**src/rtl/tl_tx_sched.sv**
```systemverilog
// tl_tx_sched: packet-atomic round-robin scheduler draining N_Q transaction-layer
// queues into one outbound beat stream, gated by per-queue header credits.
//
//   state | meaning
//   IDLE  | arbitrate among eligible queues, no beat output (one-cycle bubble)
//   XFER  | stream beats of the granted packet from queue cur until eop handshake
module tl_tx_sched #(
    parameter int N_Q        = 3,
    parameter int DATA_WIDTH = 256,
    parameter int CRED_W     = 8,
    parameter int INIT_CRED  = 8,
    localparam int QW        = (N_Q > 1) ? $clog2(N_Q) : 1
) (
    input  logic                      clk,
    input  logic                      rst,
    input  logic [N_Q-1:0]            q_empty_i,
    input  logic [N_Q*DATA_WIDTH-1:0] q_rdata_i,
    input  logic [N_Q-1:0]            q_eop_i,
    output logic [N_Q-1:0]            q_rden_o,
    input  logic [N_Q-1:0]            cred_ret_i,
    output logic [N_Q*CRED_W-1:0]     cred_o,
    output logic                      out_valid_o,
    input  logic                      out_ready_i,
    output logic [DATA_WIDTH-1:0]     out_data_o,
    output logic                      out_sop_o,
    output logic                      out_eop_o,
    output logic [QW-1:0]             out_qid_o,
    output logic                      busy_o,
    output logic [31:0]               debug_o
);

    typedef enum logic [1:0] {
        ST_IDLE = 2'd0,
        ST_XFER = 2'd1
    } state_t;

    state_t            state_q, state_d;
    logic [QW-1:0]     rr_ptr_q, rr_ptr_d;
    logic [QW-1:0]     cur_q, cur_d;
    logic              sop_pend_q, sop_pend_d;
    logic [CRED_W-1:0] cred_q [N_Q];
    logic [7:0]        pkt_cnt_q;
    logic [15:0]       stall_cnt_q;
    logic [N_Q-1:0]    eligible;
    logic [N_Q-1:0]    grant;
    logic              sel_found;
    logic [QW-1:0]     sel;
    logic              hs;
    logic              pkt_done;

    // A queue may be granted only when it has a head beat and at least one credit.
    always_comb begin
        for (int i = 0; i < N_Q; i++) begin
            eligible[i] = ~q_empty_i[i] & (cred_q[i] != '0);
        end
    end

    // Round-robin scan: first eligible index starting at rr_ptr, wrapping modulo N_Q.
    always_comb begin
        logic [QW:0]   idx_w;
        logic [QW-1:0] idx;
        sel_found = 1'b0;
        sel       = '0;
        idx_w     = '0;
        idx       = '0;
        for (int k = 0; k < N_Q; k++) begin
            idx_w = {1'b0, rr_ptr_q} + (QW+1)'(k);
            if (idx_w >= (QW+1)'(N_Q)) begin
                idx_w = idx_w - (QW+1)'(N_Q);
            end
            idx = idx_w[QW-1:0];
            if (!sel_found && eligible[idx]) begin
                sel_found = 1'b1;
                sel       = idx;
            end
        end
    end

    // Next-state, grant and handshake decode.
    always_comb begin
        state_d     = state_q;
        rr_ptr_d    = rr_ptr_q;
        cur_d       = cur_q;
        sop_pend_d  = sop_pend_q;
        grant       = '0;
        out_valid_o = 1'b0;
        q_rden_o    = '0;
        hs          = 1'b0;
        pkt_done    = 1'b0;
        case (state_q)
            ST_IDLE: begin
                if (sel_found) begin
                    grant[sel] = 1'b1;
                    cur_d      = sel;
                    rr_ptr_d   = (sel == QW'(N_Q - 1)) ? '0 : sel + QW'(1);
                    sop_pend_d = 1'b1;
                    state_d    = ST_XFER;
                end
            end
            ST_XFER: begin
                out_valid_o     = ~q_empty_i[cur_q];
                hs              = out_valid_o & out_ready_i;
                q_rden_o[cur_q] = hs;
                if (hs) begin
                    sop_pend_d = 1'b0;
                    if (q_eop_i[cur_q]) begin
                        pkt_done = 1'b1;
                        state_d  = ST_IDLE;
                    end
                end
            end
            default: state_d = ST_IDLE;
        endcase
    end

    // Control registers and debug counters.
    always_ff @(posedge clk) begin
        if (rst) begin
            state_q     <= ST_IDLE;
            rr_ptr_q    <= '0;
            cur_q       <= '0;
            sop_pend_q  <= 1'b1;
            pkt_cnt_q   <= '0;
            stall_cnt_q <= '0;
        end else begin
            state_q    <= state_d;
            rr_ptr_q   <= rr_ptr_d;
            cur_q      <= cur_d;
            sop_pend_q <= sop_pend_d;
            if (pkt_done) begin
                pkt_cnt_q <= pkt_cnt_q + 8'd1;
            end
            if (out_valid_o && !out_ready_i) begin
                stall_cnt_q <= stall_cnt_q + 16'd1;
            end
        end
    end

    // Credit counters: grant consumes one, return adds one, saturating at all-ones.
    always_ff @(posedge clk) begin
        for (int i = 0; i < N_Q; i++) begin
            if (rst) begin
                cred_q[i] <= CRED_W'(INIT_CRED);
            end else if (grant[i] && !cred_ret_i[i]) begin
                cred_q[i] <= cred_q[i] - CRED_W'(1);
            end else if (!grant[i] && cred_ret_i[i] && (cred_q[i] != '1)) begin
                cred_q[i] <= cred_q[i] + CRED_W'(1);
            end
        end
    end

    // Flatten credit counters onto the output bus.
    always_comb begin
        for (int i = 0; i < N_Q; i++) begin
            cred_o[i*CRED_W +: CRED_W] = cred_q[i];
        end
    end

    assign out_data_o = q_rdata_i[cur_q*DATA_WIDTH +: DATA_WIDTH];
    assign out_eop_o  = q_eop_i[cur_q];
    assign out_sop_o  = sop_pend_q;
    assign out_qid_o  = cur_q;
    assign busy_o     = (state_q == ST_XFER);
    assign debug_o    = {state_q, 6'(rr_ptr_q), pkt_cnt_q, stall_cnt_q};

endmodule

```
**config.mk**
```make
export PLATFORM = sky130hd
export DESIGN_NAME = tl_tx_sched
export DESIGN_NICKNAME = d
export VERILOG_FILES = /design/src/rtl/tl_tx_sched.sv
export SDC_FILE = /design/constraint.sdc
export NUM_CORES = 1
export LEC_CHECK = 0
export ABC_AREA = 1
export CORE_AREA = 2 2 434 436
export DETAILED_ROUTE_END_ITERATION = 12
export DIE_AREA = 0 0 436 438
export SLEW_MARGIN = 20
export SYNTH_ARGS = -nofsm -noshare
export SYNTH_HDL_FRONTEND = slang
export SYNTH_SLANG_ARGS = --single-unit
```
**constraint.sdc**
```tcl
create_clock -name clk -period 4.4 [get_ports clk]
set_clock_uncertainty 0.15 [all_clocks]
set_input_delay 0.88 -clock clk [delete_from_list [all_inputs] [get_ports clk]]
set_output_delay 0.88 -clock clk [all_outputs]
set_load 0.05 [all_outputs]
```
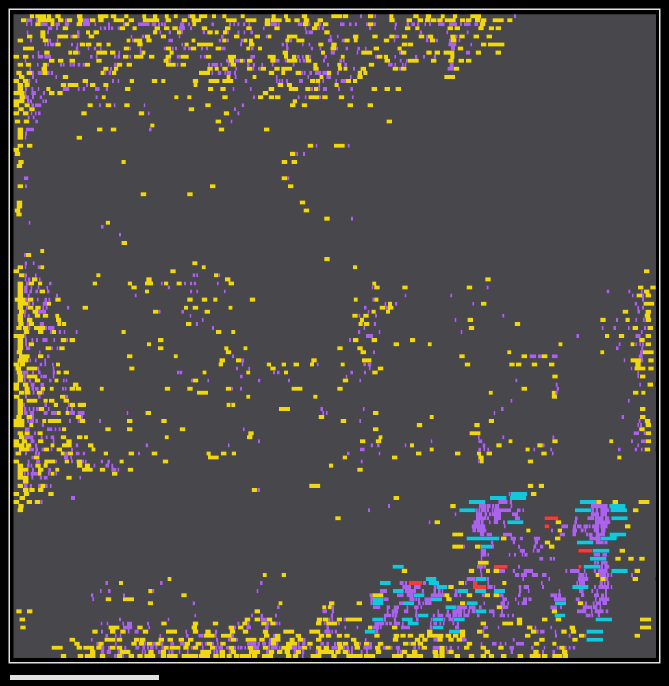
*Placed cells, one colour a class, run 1*
The bar under the picture is 100 um long. Fill, decap, tap and diode cells in grey.
[remaining logic cells] purple | cells: 1444
[remaining buffers and delay cells] yellow | cells: 1139
[registers] cyan | cells: 54
[clock drivers and dummy loads] red | cells: 8

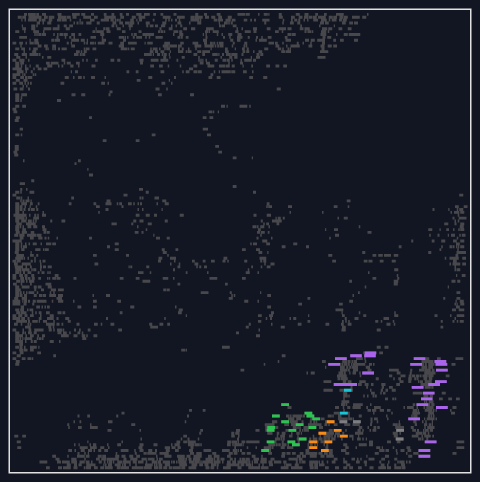
*Sequential cells coloured by netlist name, run 1*
Other sequential cells in the stronger grey, the rest of the logic in the fainter grey.
[cred_q] purple | placed flops: 24 | where: bottom right
[stall_cnt_q] green | placed flops: 16 | where: bottom middle
[pkt_cnt_q] orange | placed flops: 8
[out_qid_o] cyan | placed flops: 2
not coloured: 4

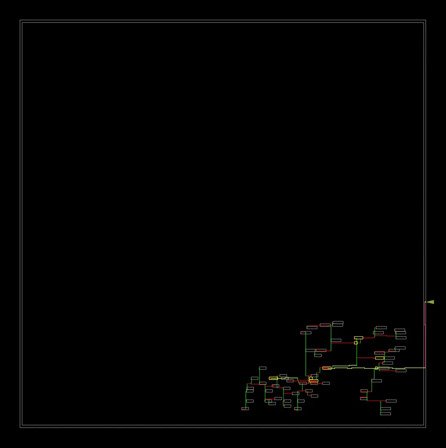
*Clock wiring as the flow saved it, run 1*
clock group power: 434 uW
Skew-Pair Late Insertion Delay: 0.31 ns
flop count: 54

==> results.sh <==
# flow metrics
export IMPL_run_status="finished, final reports clean"
export IMPL_track_usage_pct=17.6
export IMPL_finalWorstPathRequiredPeriod_ns=4.12
export IMPL_antennaDiodeCount=79
export IMPL_hold_viol_final=0
export IMPL_design_portCount=1101
export IMPL_finalNetCount=3440
export IMPL_achievable_frequency_ghz=0.243
export IMPL_n_all_buffers=1139
export IMPL_timing_worst_setup_path_type="flip-flop to output port"
export IMPL_worst_endpoint_data_arrival_time_ns=3.09
export IMPL_design_core_area_mm2=0.187
export IMPL_cts_resized=0
export IMPL_synth_cells_most_frequent="nand2_1, nand3_1, clkbuf_1, inv_1, nor2_1"
export IMPL_synthesis_yosys_warnings=0
export IMPL_worst_setup_path_start_kind="flip-flop"
export IMPL_max_slew_worst_pin_slew_ns=0.819
export IMPL_synth_cell_area_mm2=0.00817
export IMPL_max_slew_margin_rel_pct=45.1
export IMPL_synth_lib_cells_used_distinct=48
export IMPL_layout_area_comb_mm2=0.00614
export IMPL_master_cell_of_the_clock_root_buffer="clkbuf_16"
export IMPL_global_route_wire_length_before_repair_mm=210
export IMPL_post_synth_main_logic_family="simple AND/OR/NAND/NOR gates"
export IMPL_viasPerCell=3.22
export IMPL_netlist_area_leader_share_pct=39.1
export IMPL_post_synth_inst_count=1590
export IMPL_rows=159
export IMPL_post_route_cells_drive_above_1_share_pct=10.9
export IMPL_most_common_cell_after_layout_fill_and_taps_aside="clkdlybuf4s50_1"
export IMPL_initial_utilization_pct=4.38
export IMPL_clkTransAtPathRegs_ns=0.08
export IMPL_inverters_excl_clock=87
export IMPL_die_width_um=436
export IMPL_critical_path_required_ns=3.37
export IMPL_ys_top_cells_by_area="nand2_1, nand3_1, edfxtp_1"
export IMPL_grt_max_degree=49
export IMPL_groute_layer_met3_usage_pct=9.40
export IMPL_yosys_cells=1590
export IMPL_r2r_end="cred_q[2][6]"
export IMPL_comb_share_pct=27.6
export IMPL_cts_buffers_inserted=5
export IMPL_routabilityCongestion=0.968
export IMPL_grt_pass1_vias=16000
export IMPL_n_clock_buffer=5
export IMPL_crit_fanout=46
export IMPL_dominant_cells="buffers"
export IMPL_class_of_the_worst_hold_path="flip-flop to flip-flop"
export IMPL_warnings=30
export IMPL_hold_buffer_count_at_cts=0
export IMPL_grt_overflow_total=0
export IMPL_flow_area_growth_from_synthesis_pct=173
export IMPL_seq_area_frac_synth_pct=16.2
export IMPL_final_design_area_no_fill_mm2=0.0223
export IMPL_setup_worst_path_end="out_data_o[61]"
export IMPL_endpoint_kind="output port"
export IMPL_min_period_over_period_pct=93.6
export IMPL_reg2reg_depth=21
export IMPL_min_delay_start="out_sop_o"
export IMPL_initialDrtViolationCount=1486
export IMPL_route_antenna_remaining_nets=0
export IMPL_groute_layer_met2_usage_pct=30.3
export IMPL_vdd_ir_drop_worst_v=0.000327
export IMPL_layout_top_cells_excl_fill_tap="clkdlybuf4s50_1, nand2_1, nand3_1, buf_4, inv_1"
export IMPL_buf_share_pct=49.4
export IMPL_drv_slew=0
export IMPL_power_static_leakage_nw=8.52
export IMPL_postSynthAreaPerCell_um2=5.14
export IMPL_well_tap_count=2495
export IMPL_synth_cellmix_simpleShare_pct=63.9
export IMPL_wl_per_cell_um=33.7
export IMPL_cts_post_setup_buffers_inserted=0
export IMPL_clkCellAreaFrac_pct=0.669
export IMPL_route_final_wire_length_mm=176
export IMPL_htree_num_levels=2
export IMPL_cp_cell_sequence="nand2_2, inv_8, nand2_1, nand3_1, clkdlybuf4s50_1"
export IMPL_most_congested_layer_reported_by_global_routing="met2"
export IMPL_groute_layer_met1_usage_pct=17.5
export IMPL_setup_viol=0
export IMPL_reg2reg_setup_slack_ns=0.60
export IMPL_seq_cell_share_pct=5.93
export IMPL_final_fill_count=22000
export IMPL_post_synth_arst_share_pct=0
export IMPL_totalPowerFinal_mw=16.1
export IMPL_clock_path_buffers=2
export IMPL_enable_flop_cells=24
export IMPL_setup_tns_ns=0
export IMPL_synth_adder_area_share_pct=2.54
export IMPL_grt_antenna_before_repair=289
export IMPL_ys_sh_xor_pct=3.11
export IMPL_cp_startpoint="out_qid_o[0]"
export IMPL_detailroute_via_count=16800
export IMPL_placed_cell_area_mm2=0.0219
export IMPL_post_synth_ao_oa_area_fraction_pct=5.24
export IMPL_tritoncts_clock_tree="done"
export IMPL_buffer_ports_inserted=1095
export IMPL_worst_path_max_delay_cell="clkdlybuf4s50_1"
export IMPL_timing_max_cap_violations=0
export IMPL_layout_area_seq_mm2=0.00132
export IMPL_power_density_mw_per_mm2=722
export IMPL_most_common_cell="nand2_1"
export IMPL_synth_area_leader_cell="nand2_1"
export IMPL_grt_setup_unrepaired="no"
export IMPL_drc_errors=0
export IMPL_die_area_mm2=0.191
export IMPL_yosys_stat_area_mm2=0.00817
export IMPL_dp_hpwl_mm=165
export IMPL_drt_pass1_iterations=8
export IMPL_yosys_mux_area_fraction_pct=0.123
export IMPL_die_size_y_um=438
export IMPL_crit_reg2reg_launch="cred_q[0][0]"
export IMPL_cts_sinks=54
export IMPL_synth_flop_count=54
export IMPL_cpPeakStageDelay_ns=0.96
export IMPL_synth_main_ff_cell="dfxtp_1"
export IMPL_logic_gates=1357
run 1: cell families after synthesis:
| kind of cell | count (synthesis) |
|---|---|
| muxes | 1 |
| DFF | 54 |
| buffers and inverters | 183 |
| and+or+nand+nor | 1233 |
| other | 1 |
| AOI/OAI and AO/OA | 73 |
| adders and majority gates | 16 |
| xor gates and xnor gates | 29 |
run 1: per-stage QoR:
stage	utilization [%]	setup slack, ns	hold slack (ns)	instances
after floorplan	-	0.886	0.555	1594
after global placement	11.7	0.184	0.315	5132
after detailed placement	11.7	0.259	0.300	5132
after CTS	11.8	0.108	0.324	5140
after global routing	11.9	0.189	0.346	5172
final	11.9	0.284	0.322	5219
run 1: where the power goes:
group | switching, mW | total (mW) | internal (mW) | leakage [nW]
Combinational | 11.0 | 14.8 | 3.81 | 7.96
Clock | 0.218 | 0.434 | 0.216 | 0.0752
Sequential | 0.150 | 0.809 | 0.659 | 0.490
run 1: worst min-delay path by stage:
stage	endpoint	slack [ns]	depth (start not counted)
6_report	out_sop_o	0.32	2
5_1_grt	out_sop_o	0.35	2
4_1_cts	out_sop_o	0.32	2
3_5_place_dp	out_sop_o	0.30	2
3_3_place_gp	out_sop_o	0.32	2
2_1_floorplan	stall_cnt_q[15]	0.56	2
run 1: registers in the layout (all words and copies together), names as in the netlist:
register     cells
cred_q          24
out_qid_o        2
out_sop_o        1
pkt_cnt_q        8
rr_ptr_q         2
stall_cnt_q     16
state_q          1
run 1: worst max-delay path, delay by kind of cell, from the launching register on:
family                 cells  cell delay [ns]
buffers and inverters      2             1.27
AND/OR/NAND/NOR            3             0.97
flip-flops                 1             0.47
run 1: metal layers:
metal / share of wire [%] / routed length [um]
met3: 12 / 21300
met4: 4.4 / 7750
met1: 34 / 59500
met2: 49 / 86500
met5: 0.53 / 938
Power figures rest on the tool's default switching activity, not on a simulated workload.
